[config.mk]
export PLATFORM = sky130hd
export DESIGN_NAME = alu_seq_flat
export DESIGN_NICKNAME = d
export VERILOG_FILES = /design/src/rtl/alu_seq_if.sv /design/src/rtl/alu_seq.sv /design/src/flat_wrapper.sv
export SDC_FILE = /design/constraint.sdc
export NUM_CORES = 1
export LEC_CHECK = 0
export CAP_MARGIN = 20
export CORE_ASPECT_RATIO = 0.75
export CORE_UTILIZATION = 39
export DETAILED_ROUTE_END_ITERATION = 8
export HOLD_SLACK_MARGIN = 0.06
export SLEW_MARGIN = 0
export SYNTH_ARGS = -nofsm -noshare
export SYNTH_HDL_FRONTEND = slang
export SYNTH_SLANG_ARGS = --single-unit
[constraint.sdc]
create_clock -name clk -period 8.32 [get_ports clk]
set_input_delay 1.248 -clock clk [delete_from_list [all_inputs] [get_ports clk]]
set_output_delay 1.248 -clock clk [all_outputs]
set_load 0.005 [all_outputs]
[src/rtl/alu_seq_if.sv]
// alu_seq_if: operand/result bundle between the control unit and alu_seq.
//
// Handshake: start is a request that the ALU samples on a rising edge only
// while busy=0; op/ac/bus are captured on that same edge. A start seen while
// busy=1 is dropped, not queued. done is a one-cycle pulse marking that
// result/flags (and mul_hi for MUL) were updated on the preceding edge; busy
// is already low in that cycle, so a new start may be presented there.
interface alu_seq_if #(
    parameter int WIDTH = 8
);
    logic             start;
    logic [3:0]       op;
    logic [WIDTH-1:0] ac;
    logic [WIDTH-1:0] bus;
    logic             busy;
    logic             done;
    logic [WIDTH-1:0] result;
    logic [WIDTH-1:0] mul_hi;
    logic [3:0]       flags;      // {V,C,N,Z}
    logic [1:0]       fsm_state;  // debug view of the sequencing FSM

    modport master (
        output start, op, ac, bus,
        input  busy, done, result, mul_hi, flags, fsm_state
    );

    modport slave (
        input  start, op, ac, bus,
        output busy, done, result, mul_hi, flags, fsm_state
    );
endinterface

[src/rtl/alu_seq.sv]
// alu_seq: registered ALU with single-cycle logic/add/shift ops and an
// iterative shift-add multiplier (one multiplier bit per cycle, LSB first).
module alu_seq #(
    parameter int WIDTH = 8
) (
    input  logic       clk,
    input  logic       rst_n,
    alu_seq_if.slave   io
);
    localparam int M  = WIDTH - 1;
    localparam int CW = $clog2(WIDTH);

    localparam logic [3:0] OP_CLR  = 4'b0000;
    localparam logic [3:0] OP_PASS = 4'b0001;
    localparam logic [3:0] OP_ADD  = 4'b0010;
    localparam logic [3:0] OP_INC  = 4'b0011;
    localparam logic [3:0] OP_SUB  = 4'b0100;
    localparam logic [3:0] OP_AND  = 4'b0101;
    localparam logic [3:0] OP_XOR  = 4'b0110;
    localparam logic [3:0] OP_OR   = 4'b0111;
    localparam logic [3:0] OP_NOT  = 4'b1000;
    localparam logic [3:0] OP_SHL  = 4'b1001;
    localparam logic [3:0] OP_SHR  = 4'b1010;
    localparam logic [3:0] OP_MUL  = 4'b1011;

    typedef enum logic [1:0] {
        IDLE = 2'd0,
        EXEC = 2'd1,
        MUL  = 2'd2
    } state_t;

    state_t             state;
    logic [3:0]         op_q;
    logic [WIDTH-1:0]   a_q;
    logic [WIDTH-1:0]   b_q;      // multiplier, shifted right each MUL step
    logic [2*WIDTH-1:0] prod;
    logic [CW-1:0]      step;
    logic               busy_q;
    logic               done_q;
    logic [WIDTH-1:0]   result_q;
    logic [WIDTH-1:0]   mul_hi_q;
    logic [3:0]         flags_q;

    logic [WIDTH:0]     sum_ext;
    logic [WIDTH-1:0]   ex_res;
    logic               ex_c;
    logic               ex_v;
    logic [WIDTH:0]     mul_sum;
    logic [2*WIDTH-1:0] prod_nxt;

    // Signed overflow of a + y: operands agree in sign, result does not.
    function automatic logic ovf(input logic [WIDTH-1:0] a,
                                 input logic [WIDTH-1:0] y,
                                 input logic [WIDTH-1:0] r);
        return (a[M] == y[M]) && (r[M] != a[M]);
    endfunction

    // Single-cycle datapath on the latched operands.
    always_comb begin
        sum_ext = '0;
        ex_res  = '0;
        ex_c    = 1'b0;
        ex_v    = 1'b0;
        case (op_q)
            OP_CLR:  ex_res = '0;
            OP_PASS: ex_res = b_q;
            OP_ADD: begin
                sum_ext = {1'b0, a_q} + {1'b0, b_q};
                ex_res  = sum_ext[M:0];
                ex_c    = sum_ext[WIDTH];
                ex_v    = ovf(a_q, b_q, sum_ext[M:0]);
            end
            OP_INC: begin
                sum_ext = {1'b0, a_q} + (WIDTH+1)'(1);
                ex_res  = sum_ext[M:0];
                ex_c    = sum_ext[WIDTH];
                ex_v    = ovf(a_q, WIDTH'(1), sum_ext[M:0]);
            end
            OP_SUB: begin
                // Carry out of a + ~b + 1: 1 means no borrow.
                sum_ext = {1'b0, a_q} + {1'b0, ~b_q} + (WIDTH+1)'(1);
                ex_res  = sum_ext[M:0];
                ex_c    = sum_ext[WIDTH];
                ex_v    = ovf(a_q, ~b_q, sum_ext[M:0]);
            end
            OP_AND:  ex_res = a_q & b_q;
            OP_XOR:  ex_res = a_q ^ b_q;
            OP_OR:   ex_res = a_q | b_q;
            OP_NOT:  ex_res = ~a_q;
            OP_SHL: begin
                ex_res = {a_q[M-1:0], 1'b0};
                ex_c   = a_q[M];
            end
            OP_SHR: begin
                ex_res = {1'b0, a_q[M:1]};
                ex_c   = a_q[0];
            end
            default: ex_res = '0;   // undefined codes behave as CLR
        endcase
    end

    // One shift-add step: add the multiplicand into the upper half when the
    // current multiplier bit is set, then shift the whole product right.
    always_comb begin
        mul_sum  = {1'b0, prod[2*WIDTH-1:WIDTH]} + {1'b0, (b_q[0] ? a_q : '0)};
        prod_nxt = {mul_sum, prod[M:1]};
    end

    // Sequencing FSM with registered outputs.
    always_ff @(posedge clk or negedge rst_n) begin
        if (!rst_n) begin
            state    <= IDLE;
            op_q     <= '0;
            a_q      <= '0;
            b_q      <= '0;
            prod     <= '0;
            step     <= '0;
            busy_q   <= 1'b0;
            done_q   <= 1'b0;
            result_q <= '0;
            mul_hi_q <= '0;
            flags_q  <= '0;
        end else begin
            done_q <= 1'b0;
            case (state)
                IDLE: begin
                    if (io.start) begin
                        op_q   <= io.op;
                        a_q    <= io.ac;
                        b_q    <= io.bus;
                        prod   <= '0;
                        step   <= '0;
                        busy_q <= 1'b1;
                        state  <= (io.op == OP_MUL) ? MUL : EXEC;
                    end
                end
                EXEC: begin
                    result_q <= ex_res;
                    flags_q  <= {ex_v, ex_c, ex_res[M], (ex_res == '0)};
                    done_q   <= 1'b1;
                    busy_q   <= 1'b0;
                    state    <= IDLE;
                end
                MUL: begin
                    prod <= prod_nxt;
                    b_q  <= b_q >> 1;
                    step <= step + CW'(1);
                    if (step == CW'(WIDTH - 1)) begin
                        result_q <= prod_nxt[M:0];
                        mul_hi_q <= prod_nxt[2*WIDTH-1:WIDTH];
                        flags_q  <= {1'b0, (prod_nxt[2*WIDTH-1:WIDTH] != '0),
                                     prod_nxt[M], (prod_nxt[M:0] == '0)};
                        done_q   <= 1'b1;
                        busy_q   <= 1'b0;
                        state    <= IDLE;
                    end
                end
                default: state <= IDLE;
            endcase
        end
    end

    assign io.busy      = busy_q;
    assign io.done      = done_q;
    assign io.result    = result_q;
    assign io.mul_hi    = mul_hi_q;
    assign io.flags     = flags_q;
    assign io.fsm_state = state;
endmodule
[src/flat_wrapper.sv]
// flat-port wrapper written by rule: the top's interface ports become plain ports
module alu_seq_flat 
#(
    parameter int WIDTH = 8
)
  (clk, rst_n, io_start, io_op, io_ac, io_bus, io_busy, io_done, io_result, io_mul_hi, io_flags, io_fsm_state);
  alu_seq_if #(.WIDTH(WIDTH)) io_i ();
  input  logic clk;
  input  logic rst_n;
  input wire logic [$bits(io_i.start)-1:0] io_start;
  input wire logic [$bits(io_i.op)-1:0] io_op;
  input wire logic [$bits(io_i.ac)-1:0] io_ac;
  input wire logic [$bits(io_i.bus)-1:0] io_bus;
  output wire logic [$bits(io_i.busy)-1:0] io_busy;
  output wire logic [$bits(io_i.done)-1:0] io_done;
  output wire logic [$bits(io_i.result)-1:0] io_result;
  output wire logic [$bits(io_i.mul_hi)-1:0] io_mul_hi;
  output wire logic [$bits(io_i.flags)-1:0] io_flags;
  output wire logic [$bits(io_i.fsm_state)-1:0] io_fsm_state;
  assign io_i.start = io_start;
  assign io_i.op = io_op;
  assign io_i.ac = io_ac;
  assign io_i.bus = io_bus;
  assign io_busy = io_i.busy;
  assign io_done = io_i.done;
  assign io_result = io_i.result;
  assign io_mul_hi = io_i.mul_hi;
  assign io_flags = io_i.flags;
  assign io_fsm_state = io_i.fsm_state;
  alu_seq #(.WIDTH(WIDTH)) u_core (.clk(clk), .rst_n(rst_n), .io(io_i));
endmodule
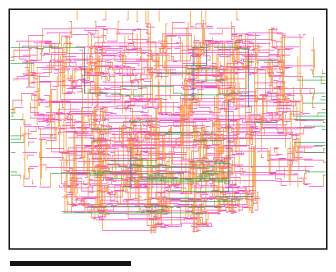
wires.png
Bar = 50 um.
[blue] metal 4 | wire length: 128 um
[orange] metal 2 | wire length: 6080 um
[magenta] metal 1 | wire length: 7070 um
[green] metal 3 | wire length: 971 um

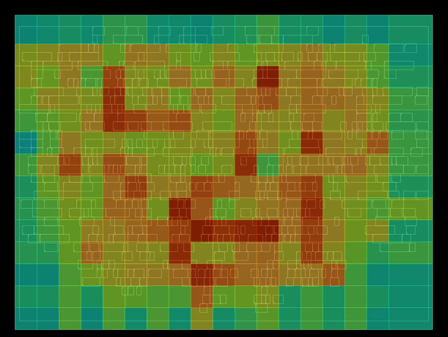
congestion.png
Core Util, Final: 47.88%
M3 GR Usage: 6.135%

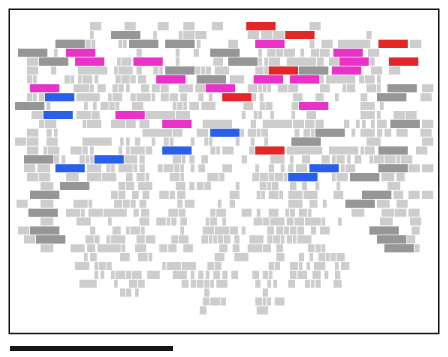
flops_by_reg.png
Bar = 50 um.
[blue] u_core.b_q | flops: 8
[magenta] u_core.prod | flops: 15
[red] u_core.io.result | flops: 7
not coloured: 31

==> results.py <==
# Physical implementation metrics
metrics = {
    "synthesis": {
        "top_cells_by_count": "61 x dfrtp_1, 60 x nand2_1, 55 x nor2_1",
        "ys_seq_elements": 61,
        "yosys.area.top_type_share_pct": 31.35,
        "synth_area_per_cell_um2": 8.484,
        "edf_count": 0,
        "ff_type": "dfrtp_1",
        "ys_seq_share_pct": 31.35,
    },
    "setup_path": {
        "end_kind": "flip-flop",
        "reg2reg_depth": 11,
        "crit_type": "reg2reg",
        "cp-start-kind": "flip-flop",
        "crit_arrival_ns": 3.48,
        "cp_max_fo": 9,
        "cp-startpoint": "u_core.a_q[0]",
        "crit_end": "u_core.io.flags[2]",
        "cpMostUsedCell": "ha_1",
        "cp.depth": 11,
    },
    "clocking": {
        "cts_root_buf": "clkbuf_16",
        "cts.sink_count": 61,
    },
    "global_routing": {
        "grt_first_pass_wirelength_um": 22950,
        "antenna_found_initial": 0,
        "grt_use_total_pct": 23.14,
        "overflow": 0,
    },
    "timing": {
        "fmax_mhz": 305.3,
        "rsz0062_at_grt": "false",
        "setup_viol": 0,
        "tightest_slew_ns": 0.9402,
        "fin_crit_sh_pct": 39.37,
        "hold_viol_final": 0,
    },
    "drt": {
        "firstDrtPassIters": 5,
        "drt_iter0_markers": 412,
        "drt-met1-wl_um": 7073,
        "drc_errors": 0,
        "drt_wl_total_um": 14250,
        "vias": 4500,
    },
    "floorplanning": {
        "die_width_um": 131.0,
        "core_mm2": 0.01187,
        "num_io_pins": 47,
    },
    "final_layout": {
        "instances_no_fill": 766,
        "seq_share_pct": 26.86,
        "drive_above_1_share_pct": 6.457,
        "largest_class": "multi-input combinational cells",
        "synthToLayoutAreaGrowth_pct": 16.70,
        "largest_reg_flops": 15,
        "logic_area_mm2": 0.003024,
        "final-clk-cell-share_pct": 5.020,
        "comb_share_pct": 53.21,
        "nClkBuffers": 12,
    },
    "placement": {
        "pre_cts_ws_ns": 4.620,
        "dpl.hpwl_um": 10710,
        "io_buffers": 46,
    },
    "run_status": {
        "status": "completed",
    },
    "hold_path": {
        "min_path_cells": 2,
    },
    "pwr": {
        "leakage_nw": 2.425,
        "pg_clk_uw": 356,
        "cellPowerDensity_mw_per_mm2": 277.3,
        "maxPowerGroup": "combinational cells",
    },
}
Power and IR drop assume default switching activity.
